$ cat src/rtl/sobel_window_buffer.sv
// sobel_window_buffer: raster pixel stream in, 3x3 neighbourhood out.
// Two line buffers hold the previous rows; one valid pulse per full window.
module sobel_window_buffer #(
  parameter int IMG_WIDTH = 8,
  parameter int PX_WIDTH  = 8
) (
  input  logic                  clk_i,
  input  logic                  reset_i,
  input  logic [PX_WIDTH-1:0]   px_i,
  input  logic                  px_valid_i,
  input  logic                  frame_start_i,
  output logic [9*PX_WIDTH-1:0] window_o,
  output logic                  window_valid_o
);

  localparam int CW = (IMG_WIDTH > 2) ? $clog2(IMG_WIDTH) : 2;
  localparam logic [CW-1:0] COL_LAST = CW'(IMG_WIDTH - 1);
  localparam logic [CW-1:0] COL_TWO  = CW'(2);

  typedef logic [PX_WIDTH-1:0] px_t;

  logic [CW-1:0] col;
  logic [CW-1:0] col_eff;
  logic [CW-1:0] col_nxt;
  logic [1:0]    row;
  logic [1:0]    row_eff;
  logic [1:0]    row_nxt;
  logic          win_done;
  px_t           tap_top;
  px_t           tap_mid;

  px_t lb0 [IMG_WIDTH];
  px_t lb1 [IMG_WIDTH];
  px_t win [3][3];

  // a coincident frame_start makes this pixel (0,0) of the new frame
  always_comb begin
    col_eff  = frame_start_i ? '0 : col;
    row_eff  = frame_start_i ? '0 : row;
    tap_top  = lb1[col_eff];
    tap_mid  = lb0[col_eff];
    win_done = (row_eff == 2'd2) && (col_eff >= COL_TWO);
    col_nxt  = col_eff + CW'(1);
    row_nxt  = row_eff;
    if (col_eff == COL_LAST) begin
      col_nxt = '0;
      if (row_eff != 2'd2) begin
        row_nxt = row_eff + 2'd1;
      end
    end
  end

  always_ff @(posedge clk_i or posedge reset_i) begin
    if (reset_i) begin
      col            <= '0;
      row            <= '0;
      window_valid_o <= 1'b0;
      for (int i = 0; i < IMG_WIDTH; i++) begin
        lb0[i] <= '0;
        lb1[i] <= '0;
      end
      for (int r = 0; r < 3; r++) begin
        for (int c = 0; c < 3; c++) begin
          win[r][c] <= '0;
        end
      end
    end else begin
      window_valid_o <= 1'b0;
      if (frame_start_i) begin
        col <= '0;
        row <= '0;
      end
      if (px_valid_i) begin
        lb1[col_eff] <= tap_mid;
        lb0[col_eff] <= px_i;
        for (int r = 0; r < 3; r++) begin
          win[r][0] <= win[r][1];
          win[r][1] <= win[r][2];
        end
        win[0][2]      <= tap_top;
        win[1][2]      <= tap_mid;
        win[2][2]      <= px_i;
        window_valid_o <= win_done;
        col            <= col_nxt;
        row            <= row_nxt;
      end
    end
  end

  for (genvar gr = 0; gr < 3; gr++) begin : g_row
    for (genvar gc = 0; gc < 3; gc++) begin : g_col
      assign window_o[(3*gr+gc)*PX_WIDTH +: PX_WIDTH] = win[gr][gc];
    end
  end

endmodule

$ cat config.mk
export PLATFORM = sky130hd
export DESIGN_NAME = sobel_window_buffer
export DESIGN_NICKNAME = d
export VERILOG_FILES = /design/src/rtl/sobel_window_buffer.sv
export SDC_FILE = /design/constraint.sdc
export NUM_CORES = 1
export LEC_CHECK = 0
export CAP_MARGIN = 40
export CORE_MARGIN = 2
export CORE_UTILIZATION = 59
export CTS_BUF_LIST = sky130_fd_sc_hd__clkbuf_4
export CTS_CLUSTER_SIZE = 8
export DETAILED_ROUTE_END_ITERATION = 8
export GPL_TIMING_DRIVEN = 0
export PLACE_DENSITY = 0.88
export SYNTH_ARGS = -nofsm -noshare
export SYNTH_HDL_FRONTEND = slang
export SYNTH_SLANG_ARGS = --single-unit
$ cat constraint.sdc
create_clock -name clk_i -period 8.2 [get_ports clk_i]
set_input_delay 1.23 -clock clk_i [delete_from_list [all_inputs] [get_ports clk_i]]
set_output_delay 1.23 -clock clk_i [all_outputs]
set_load 0.05 [all_outputs]
==> notes.md, run 1 <==
This note records the results obtained with Yosys and OpenROAD.

Outcome
The flow ran to the end, and the final reports show no timing, DRC or antenna violations.

Yosys
The Yosys step of the flow raised 0 warnings. The synthesized design devotes to its leading area cell type 57.09% of total area. The cell type that accounts for the most area after synthesis is sky130_fd_sc_hd__dfrtp_1. The cell count in the Yosys report is 720.

Grouping non-sequential cells by family puts the most area in multiplexers. In the synthesized netlist the dominant register cell turns out to be sky130_fd_sc_hd__dfrtp_1. The AND-OR/OR-AND share of the synthesized area is 10.35%. The number of standard cells after synthesis is 720. The main area contributors are sky130_fd_sc_hd__dfrtp_1, sky130_fd_sc_hd__mux2_2, sky130_fd_sc_hd__mux2_1. The chip area line of the yosys report is 9030 um2. The most frequently used cell type in the post-synthesis netlist is sky130_fd_sc_hd__dfrtp_1.

After synthesis the netlist holds a flip-flop and latch count of 206. By count the netlist is led by sky130_fd_sc_hd__dfrtp_1, sky130_fd_sc_hd__mux2_2, sky130_fd_sc_hd__nand2_1. The fraction of the yosys area taken by sequential cells is 57.09%. For reference, the mux area share after synthesis is 19.73%.

The XOR/XNOR share of the synthesized area is 0.09699%. The post-synthesis instance area is 9030 um2.

Timing
Checking max transition, the worst relative margin is 55.08%. The max-slew violation count is 0. The total negative slack is 0 ns. The total of endpoints with negative setup slack in the final report is 0. The final timing report derives a shortest allowable period of 3.150 ns.

The actual transition at the worst max-transition pin is 0.6739 ns.

Clocking
The post-cts hold-fix buffer tally is 0. TritonCTS built the clock tree. In this run the clock root is driven by a sky130_fd_sc_hd__clkbuf_4. The H-tree generated during clock tree synthesis spans 2 levels. Looking at the clock tree report, the maximum root-to-sink buffer count equals 3. The number of buffers created by CTS is 51. The total setup buffers inserted after CTS is 0.

Pwr
The power density over cell area is 302.1 nW/um2. Per report_power, the combinational group accounts for 31.0% of the total. The final power report lists total power as 0.003251 W.

Of the total power, registers draw 43.3%. The power in sequential cells is 0.00141 W. The analysis attributes to net switching a power of 0.001160 W.

Per report_power, the Combinational row totals 0.00101 W. In the power breakdown, the internal column shows 0.002091 W. The share of total power consumed by net switching is 35.68%. In this run the VDD rail shows a maximum IR drop of 181.6 uV.

Die
According to the floorplan report, the die height is 127.7 um. The report lists the number of standard-cell rows as 45. For this configuration, the core starts out at a cell density of 59.84%. The full die area is 16310 um2. 85 I/O pins were placed.

Layout
The leading cell category by total area is flip-flops and latches. The fraction of area in registers is 47.91%. The portion of the layout cell area used by non-clock buffers is 10.52%. By instance count after routing, the leading logic cell type is sky130_fd_sc_hd__dfrtp_1. In the final layout, the multi-input gates occupy 3570 um2. The multi-input combinational gate total is 452.

The count of fill cells added during filler insertion is 993. The final antenna diode count is 0. In the final layout, excluding clock buffers the buffer count is 136. Across the whole layout, storage elements account for 5155 um2. The relative area of clock buffers and inverters in the final design is 5.756%. The share of layout cells above drive strength 1 is 24.66%. The library cells used most frequently in the layout, excluding fill and tap cells, are sky130_fd_sc_hd__dfrtp_1, sky130_fd_sc_hd__clkdlybuf4s50_1, sky130_fd_sc_hd__clkbuf_4.

Global route
The met1 usage is 36.30%. The first global-routing pass estimated 34.42 mm of wire. The global routing stage identified its most utilized layer as met2. The global-route usage over all layers is 27.22%.

The via count of the first global-routing pass was 6700. The global-route track usage on met2 is 43.69%. The number of antenna violations at the first check in global routing is 0. Entering global routing, the biggest net connects 127 pins.

Worst setup path
Data on the critical path arrives at its endpoint at 1.92 ns. The worst-path cell with the longest stage delay is sky130_fd_sc_hd__clkdlybuf4s50_1. The nature of the critical path startpoint is a flop.

Traced cell by cell, the critical path runs through clkdlybuf4s50_1. The number of cell instances on the worst register-to-register path is 6. Per STA, the worst path accumulates the most delay in the family buffers and inverters.

Max fanout on the critical path was recorded as 3. STA lists the endpoint of the worst register-to-register path as window_o[44]$_DFFE_PP0P_. The endpoint class of the critical path is a primary output.

The worst reg2reg path startpoint is col[0]$_DFF_PP0_. The worst path buffer plus inverter count is 1.

Worst hold path
The hold path depth is 1. The tightest min-delay check is of the reg -> reg type. The end of the worst hold path is lb0[46]$_DFFE_PP0P_.

Route
The post-detailed-route count of antenna-violating nets is 0. The first TritonRoute pass finished after 5 iterations. The number of vias in the routed layout is 6356.

Placement
The number of cells in the design after placement is 993. The detailed placer's ending HPWL is 14.71 mm.

Job
The warning total across the stage logs is 30.
[run 1: flip-flops by register name, summed over array words and instances, names as in the netlist]
signal,cells
window_o,72
lb0,64
lb1,64
col,3
row,2
window_valid_o,1
[run 1: stage by stage]
step / util (%) / area (um2) / hold slack (ns) / setup WS [ns]
CTS: 71.31 / 10760 / 0.4876 / 5.034
floorplan: - / 9030 / 0.4503 / 1.346
detailed placement: 67.21 / 10140 / 0.4740 / 4.857
global route: 71.31 / 10760 / 0.4975 / 5.002
global placement: 66.97 / 10110 / 0.4629 / -0.5661
finish: 71.31 / 10760 / 0.4840 / 5.050
[run 1: routing by layer]
metal,up-vias,wire (um)
met5,-,0
met4,0,815
met3,66,1475
met2,294,10450
met1,3166,8617
li1,2830,-
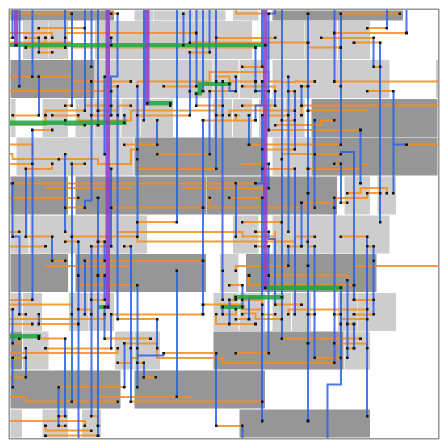
**Above:** run 1 (a small window of the routed layout).
Window x 81 to 111, y 17 to 47 um. Cells in gray, sequential cells in the stronger gray; small squares are vias.
Key: M4 = purple; M2 = blue; M1 = orange; M3 = green
Most frequent: dfrtp_1 (12), a21oi_1 (10), nor2_1 (9). 55 logic cells have their middle in the window. Netlist names of flops here include lb1 (12). Sequential cells in the window: 12.

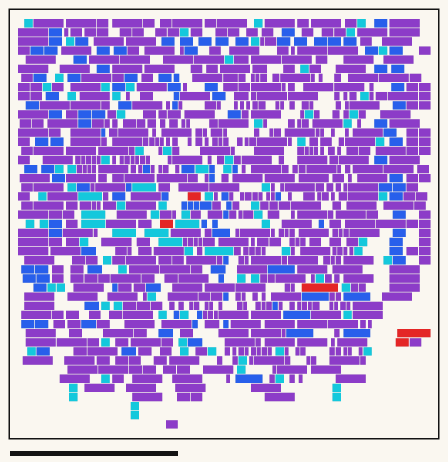
**Above:** run 1 (cell sizes after repair).
Bar = 50 um.
Key: x2 = blue [cells 122]; x6 and larger = red [cells 5]; x1 and smaller = purple [cells 669]; x3 and x4 = cyan [cells 92]

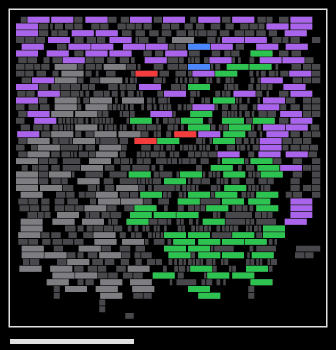
**Above:** run 1 (where the registers sit).
Bar = 50 um. Other sequential cells in the stronger gray, the rest of the logic in the fainter gray.
Key: window_o = purple [placed flops 72]; col = red [placed flops 3]; lb1 = green [placed flops 64]; row = blue [placed flops 2]

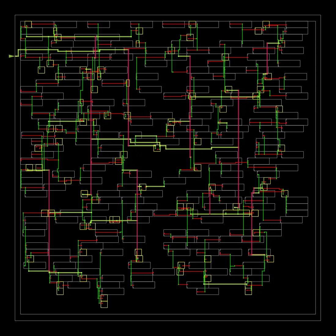
**Above:** run 1 (clock nets).
clock latency at the later pin of the worst-skew pair: 0.68 ns
Flops: 206
clock tree buffer count of the final layout: 75
total clock sinks: 206
Worst Skew: 0.04185 ns

**Run 1: clock network drawn from the DEF**

Bar = 50 um.
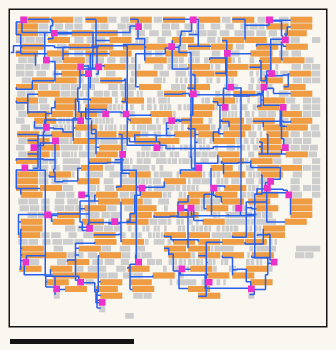

==> inputs of run 2 (changes only) <==
CORE_UTILIZATION = 54   (was 59)
PLACE_DENSITY = 0.85   (was 0.88)
clock period = 2.8 ns   (was 8.2 ns; I/O delays follow)
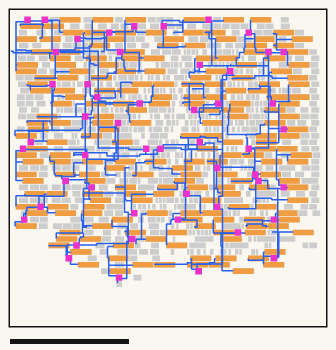
**Above:** run 2 (clock network drawn from the DEF).
Bar = 50 um.
Key: flip-flops = orange [count 206]; clock-net drivers = magenta [count 51]; clock wires = blue [length 2630 um]
Position of the flops: widely spread. There are 52 routed clock nets.

==> notes.md, run 2 <==
This note records the results obtained with Yosys and OpenROAD.

Outcome
The run finished with clean final reports.

Global route
In the global route stage, met1 resource usage came out at 32.37%. Overall routing resource usage recorded by global route was 23.90%. The global routing stage identified its most utilized layer as met2.

The first global-routing pass estimated 33.61 mm of wire. The maximum number of pins on one net before global-route repair is 41. The number of antenna violations at the first check in global routing is 0. The via count of the first global-routing pass is 6546. The global-route track usage on met2 is 38.26%.

Worst setup path
The worst-path cell with the longest stage delay is sky130_fd_sc_hd__clkdlybuf4s50_1. The worst reg2reg path startpoint is col[0]$_DFF_PP0_. At the worst endpoint, the required time is 2.38 ns. The nature of the critical path startpoint is a flop.

In this run the critical register-to-register path is captured at window_o[45]$_DFFE_PP0P_. The maximum fanout along the worst path is 3. The critical path's top delay family is buffers and inverters. The cell sequence reported for the critical path is clkdlybuf4s50_1. The report puts the cell count of the worst reg-to-reg path at 6. The critical path in this run is classified as reg -> out.

The arrival time at the worst endpoint is 1.88 ns. In this run the register-to-register setup slack is 0.64 ns. The endpoint class of the critical path is a primary output. The worst path buffer plus inverter count is 1.

Pwr
The main power-consuming group is registers. In this run the power density over the cells is 864.5 nW/um2. Combinational cells account for 31.5% of the total power. The power in sequential cells is 0.00410 W. The worst VDD IR drop from the latest analysis is 484.2 uV. The internal power is 0.005996 W. The clock network accounts for 24.6% of the total power.

The share of total power consumed by net switching is 35.90%. The flow reports that sequential cells draw 43.9% of the design power. In this run the power spent charging and discharging nets is 0.003358 W.

Overall power consumption after layout is estimated at 0.009353 W. In this run, power in combinational logic comes to 0.00295 W.

Yosys
The cell type with the highest aggregate area in the netlist is sky130_fd_sc_hd__dfrtp_1. Per the synthesis report, the single largest cell type by area occupies 57.09% of cell area. The synthesis warning total is 0. Post-synthesis, Yosys gives the total cell area as 9030 um2. The net count after synthesis is 737. The main area contributors are sky130_fd_sc_hd__dfrtp_1, sky130_fd_sc_hd__mux2_2, sky130_fd_sc_hd__mux2_1. The distinct cell type count after synthesis is 43. The main flop type is sky130_fd_sc_hd__dfrtp_1. The fraction of the yosys area taken by sequential cells is 57.09%.

In this run the mean area of a mapped cell was 12.54 um2. The number of standard cells after synthesis is 720. The post-synthesis instance area is 9030 um2.

After synthesis, the most frequently instantiated cells are sky130_fd_sc_hd__dfrtp_1, sky130_fd_sc_hd__mux2_2, sky130_fd_sc_hd__nand2_1. Per the Yosys statistics, synthesis produced 720 cells. The register bit total from synthesis is 206.

The most frequently used cell type in the post-synthesis netlist is sky130_fd_sc_hd__dfrtp_1. The count of library flops with an enable pin is 0.

Clocking
TritonCTS built the clock tree. The clock tree buffer depth is 3. Hold repair after CTS inserted 0 buffers. The clock root buffer is sky130_fd_sc_hd__clkbuf_4.

The clock H-tree reported by CTS has 2 levels. The insertion delay of the later-clocked pin in the worst-skew pair is 0.66 ns. Clock tree synthesis found a total of 206 sinks. The number of buffers created by CTS is 51. The total setup buffers inserted after CTS is 0.

Timing
Across all checked pins, the minimum headroom to the slew limit is 48.36%. Setup total negative slack on the finished layout was measured at 0 ns. The routed design could run at a clock period as short as 2.304 ns. For the pin with the worst max-slew slack, the measured transition is 0.7729 ns.

The least setup slack across all paths after layout is 0.4963 ns. The fmax is 434.1 MHz. The post-route clock skew is 0.02283 ns.

In the final report, the number of endpoints failing setup comes to 0. The final hold violation count is 0. Final hold analysis gives a worst-case slack of 0.2496 ns.

The max-slew violation count is 0.

Layout
Leaving out fill and tap cells, the most frequent cells in the layout are sky130_fd_sc_hd__dfrtp_1, sky130_fd_sc_hd__clkdlybuf4s50_1, sky130_fd_sc_hd__mux2_2. Per the layout report, the design carries 1224 filler cells. The leading cell category by total area is flip-flops and latches. After the flow finishes, the layout carries non-filler instances totaling 1108. The final layout report lists a non-clock buffer count of 140.

The register with the most flip-flops in the layout has 72 of them. The area of the multi-input gates is 3570 um2. According to the cell report, the number of logic gates is 452. In the final layout, flip-flops and latches occupy 5155 um2. The share of layout cells above drive strength 1 is 24.77%. The dominant logic cell type in the layout is sky130_fd_sc_hd__dfrtp_1. The fraction of area in registers is 47.65%. The clock buffer count is 72. The final cell area excluding filler cells is 10820 um2.

The fraction of cell area in multi-input combinational cells is reported as 32.99%. The portion of the layout cell area used by non-clock buffers is 11.14%. The final net count is 879.

The final antenna diode count is 0. The post-route core utilization is 65.71%. The relative area of clock buffers and inverters in the final design is 5.262%. The layout has 11 inverters outside the clock class. The design has 206 sequential cells.

Placement
The wire-length estimate of the detail-placed layout is 14.65 mm. Prior to clock tree synthesis, the placed netlist has a worst setup slack of 0.2821 ns. The number of cells in the design after placement is 1029. The tally of buffers added on design ports is 84. Once placement finished, the instance area stood at 10250 um2.

Route
After detailed routing, no signal wire sits above met4. After detailed routing, the met3 layer carries 1.526 mm of wire. The DRC marker count from the first detailed-route iteration is 483. TritonRoute reported its final design rule violation total as 0. The first-pass iteration count of the detailed router is 5. The final layout contains routed wiring with a total length of 20.68 mm.

The vias per cell is 5.764. The average routed wire per standard cell is 18.67 um. The routed wirelength on the met1 layer is recorded as 8.570 mm.

The routed layout has 6387 vias. The total met2 wirelength after detailed routing is 9.892 mm. The post-detailed-route count of antenna-violating nets is 0.

Die
The die extent in y is 133.3 um. The initial standard-cell utilization of the core is 54.84%. The die covers 17770 um2. According to the I/O placement log, the pin count is 85. The floorplan step defined a core boundary enclosing 16470 um2.

The floorplan row count is 47.

Worst hold path
Checking hold timing, the worst path is listed with class in -> async.

Job
The warning total across the stage logs is 29. The run reported a max-capacitance violation count of 0.
run 2: how the worst max path moves through the flow:
stage	startpoint	endpoint	slack (ns)	cells after the start
floorplan	reset_i	col[0]$_DFF_PP0_	-0.29	1
global placement	reset_i	window_o[54]$_DFFE_PP0P_	-1.79	2
detailed placement	frame_start_i	window_o[44]$_DFFE_PP0P_	0.28	6
CTS	window_o[40]$_DFFE_PP0P_	window_o[40]	0.48	1
global route	window_o[22]$_DFFE_PP0P_	window_o[22]	0.47	1
finish	window_o[22]$_DFFE_PP0P_	window_o[22]	0.50	1
run 2: logic make-up after synthesis:
kind of cell,Yosys count,share of synthesized area (%)
compound gates,133,10.35
flops,206,57.09
simple gates,158,8.660
buf+inv,62,3.381
mux,155,19.73
fa+ha+maj,5,0.6928
xor+xnor,1,0.09701
**Run 2: a small window of the routed layout**

Window x 85 to 115, y 18 to 48 um. Cells in gray, sequential cells in the stronger gray; small squares are vias.
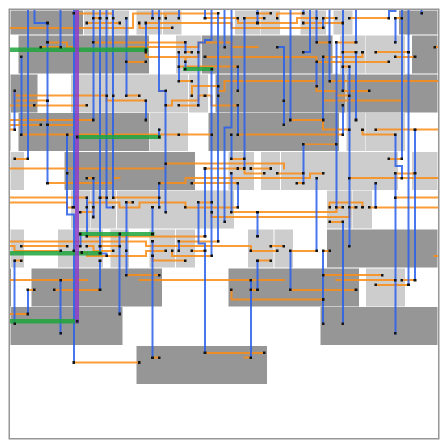

==> inputs of run 3 (changes only) <==
CORE_UTILIZATION = 59   (was 54)
PLACE_DENSITY = 0.88   (was 0.85)
clock period = 2.35 ns   (was 2.8 ns; I/O delays follow)
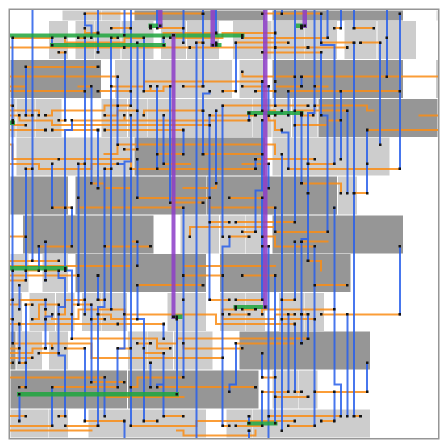
**Above:** run 3 (a small window of the routed layout).
Window x 81 to 111, y 17 to 47 um. Cells in gray, sequential cells in the stronger gray; small squares are vias.
Key: M2 = blue; M1 = orange; M4 = purple; M3 = green
Most frequent: dfrtp_1 (13), nor2_1 (10), a21oi_1 (10). Netlist names of flops here include lb1 (13). Sequential cells in the window: 13. 63 logic cells have their middle in the window.

==> notes.md, run 3 <==
This note records the results obtained with Yosys and OpenROAD.

Outcome
The flow ran to the end, and the final reports show no timing, DRC or antenna violations.

Clocking
The post-cts hold-fix buffer tally is 0. Per the skew report, the later register of the worst-skew pair sees a clock latency of 0.65 ns. The clock net sink count is 206. The total number of H-tree levels is 2. The total setup buffers inserted after CTS is 0.

Worst setup path
The maximum fanout along the worst path is 3. The worst reg2reg path startpoint is col[0]$_DFF_PP0_. STA classifies the critical path endpoint as a primary output. The cell depth of the worst setup path is 1. For this design, the slowest cell found on the critical path is sky130_fd_sc_hd__clkdlybuf4s50_1. The worst register-to-register path has a depth of 6. The OpenROAD report gives the critical path a required time of 2.00 ns. Walking the worst path, the cells encountered are clkdlybuf4s50_1. In this run the register-to-register setup slack is 0.21 ns. The nature of the critical path startpoint is a flop. The most critical setup path has its endpoint at window_o[22].

The endpoint identified for the worst register-to-register timing path is window_o[44]$_DFFE_PP0P_. The worst path buffer plus inverter count is 1.

Route
Detailed routing placed a total of 10.84 mm of wire on met2. The script parses the final routing iteration and logs DRC violations as 0. The detailed router reported a total wirelength of 21.61 mm.

The post-detailed-route count of antenna-violating nets is 0. The DRC marker count from the first detailed-route iteration is 499. The sum of met3 wire segment lengths after detailed routing is 1.429 mm.

The highest routing layer actually used is met4. In the final routing, the length of wire on met1 measures 8.707 mm.

Yosys
The chip area line in the Yosys stat output reads 9030 um2. Yosys mapped the design onto 43 distinct sky130hd cell types. Per the Yosys statistics, synthesis produced 720 cells.

The most frequently used cell type in the post-synthesis netlist is sky130_fd_sc_hd__dfrtp_1. The area fraction of the dominant cell type after synthesis is 57.09%. When the netlist entered floorplanning its net count stood at 737. Summing the sequential cell areas from Yosys gives 57.09% of the chip area. The register bit total from synthesis is 206. The post-synthesis instance area is 9030 um2. The count of library flops with an enable pin is 0.

The synthesis run shows the most used standard cells to be sky130_fd_sc_hd__dfrtp_1, sky130_fd_sc_hd__mux2_2, sky130_fd_sc_hd__nand2_1. The cell type with the highest aggregate area in the netlist is sky130_fd_sc_hd__dfrtp_1. The synthesized netlist handed to floorplanning was reported with a cell count of 720. The main flop type is sky130_fd_sc_hd__dfrtp_1.

Pwr
The script computed a power per unit cell area of 1047 nW/um2. The switching power of the nets is 0.004030 W. The main power-consuming group is registers. For the combinational group, total power comes out at 0.00353 W. The worst ir drop on vdd is 770.8 uV. Total power for the finished layout comes to 0.01134 W. The power share of the clock group is 25.6%.

Timing
The most critical hold endpoint after final layout shows a slack of 0.03757 ns. The final layout reports a setup TNS of 0 ns. Endpoints with negative setup slack in the final report add up to 0. The actual transition at the worst max-transition pin is 0.6005 ns.

The fmax is 448.2 MHz. The post-route clock skew is 0.02130 ns. The relative slew slack is 59.96%.

Global route
The via count of the first global-routing pass is 6956. The global routing report lists met2 layer usage as 46.08%. The met1 usage is 34.50%. Global routing used 27.54% of the available tracks across all layers. The maximum number of pins on one net before global-route repair is 44. The number of antenna violations at the first check in global routing came to 0.

Placement
The number of cells in the design after placement is 997. The cell area reported after detailed placement is 10210 um2. Before CTS, the worst setup slack after placement is -0.1615 ns. During placement, the flow inserted port buffers numbering 84.

Layout
The post-route core utilization is 71.74%. The number of flip-flops under the largest register name is 72. The dominant logic cell type in the layout is sky130_fd_sc_hd__dfrtp_1. The number of standard cells in the final layout excluding fillers is 1079. The final net count is 880. The most common logic cells in the final layout are sky130_fd_sc_hd__dfrtp_1, sky130_fd_sc_hd__clkdlybuf4s50_1, sky130_fd_sc_hd__clkbuf_4.

The final antenna diode count is 0.

Die
The floorplan step defined a die boundary enclosing 16310 um2. During I/O placement, the number of pins put on the boundary was 85. The floorplan has 45 rows.

Before placement the cells fill 59.84% of the core.

Job
The warning total across the stage logs is 29.

Worst hold path
The min-delay analysis places its worst path in the category in -> async.
run 3: cell counts after synthesis:
Identical to the previous run, type by type.
run 3: kinds of logic (layout without fill, tap and decap cells):
family | count (synthesis) | after routing | share of synthesized area, %
fa+ha+maj | 5 | 5 | 0.6928
mux | 155 | 155 | 19.73
compound gates | 133 | 133 | 10.35
buf+inv | 62 | 233 | 3.381
xor+xnor | 1 | 1 | 0.09701
simple gates | 158 | 158 | 8.660
flops | 206 | 206 | 57.09
run 3: final cells by class:
class | instances | area (um2)
flip-flops and latches | 206 | 5155
inverters | 11 | 45.04
multi-input cells | 452 | 3570
well taps | 188 | 235.2
fillers | 1014 | 4264
plain buffers | 51 | 264.0
repair buffers | 89 | 940.9
clock buffers | 82 | 615.6
Power and IR drop assume default switching activity.
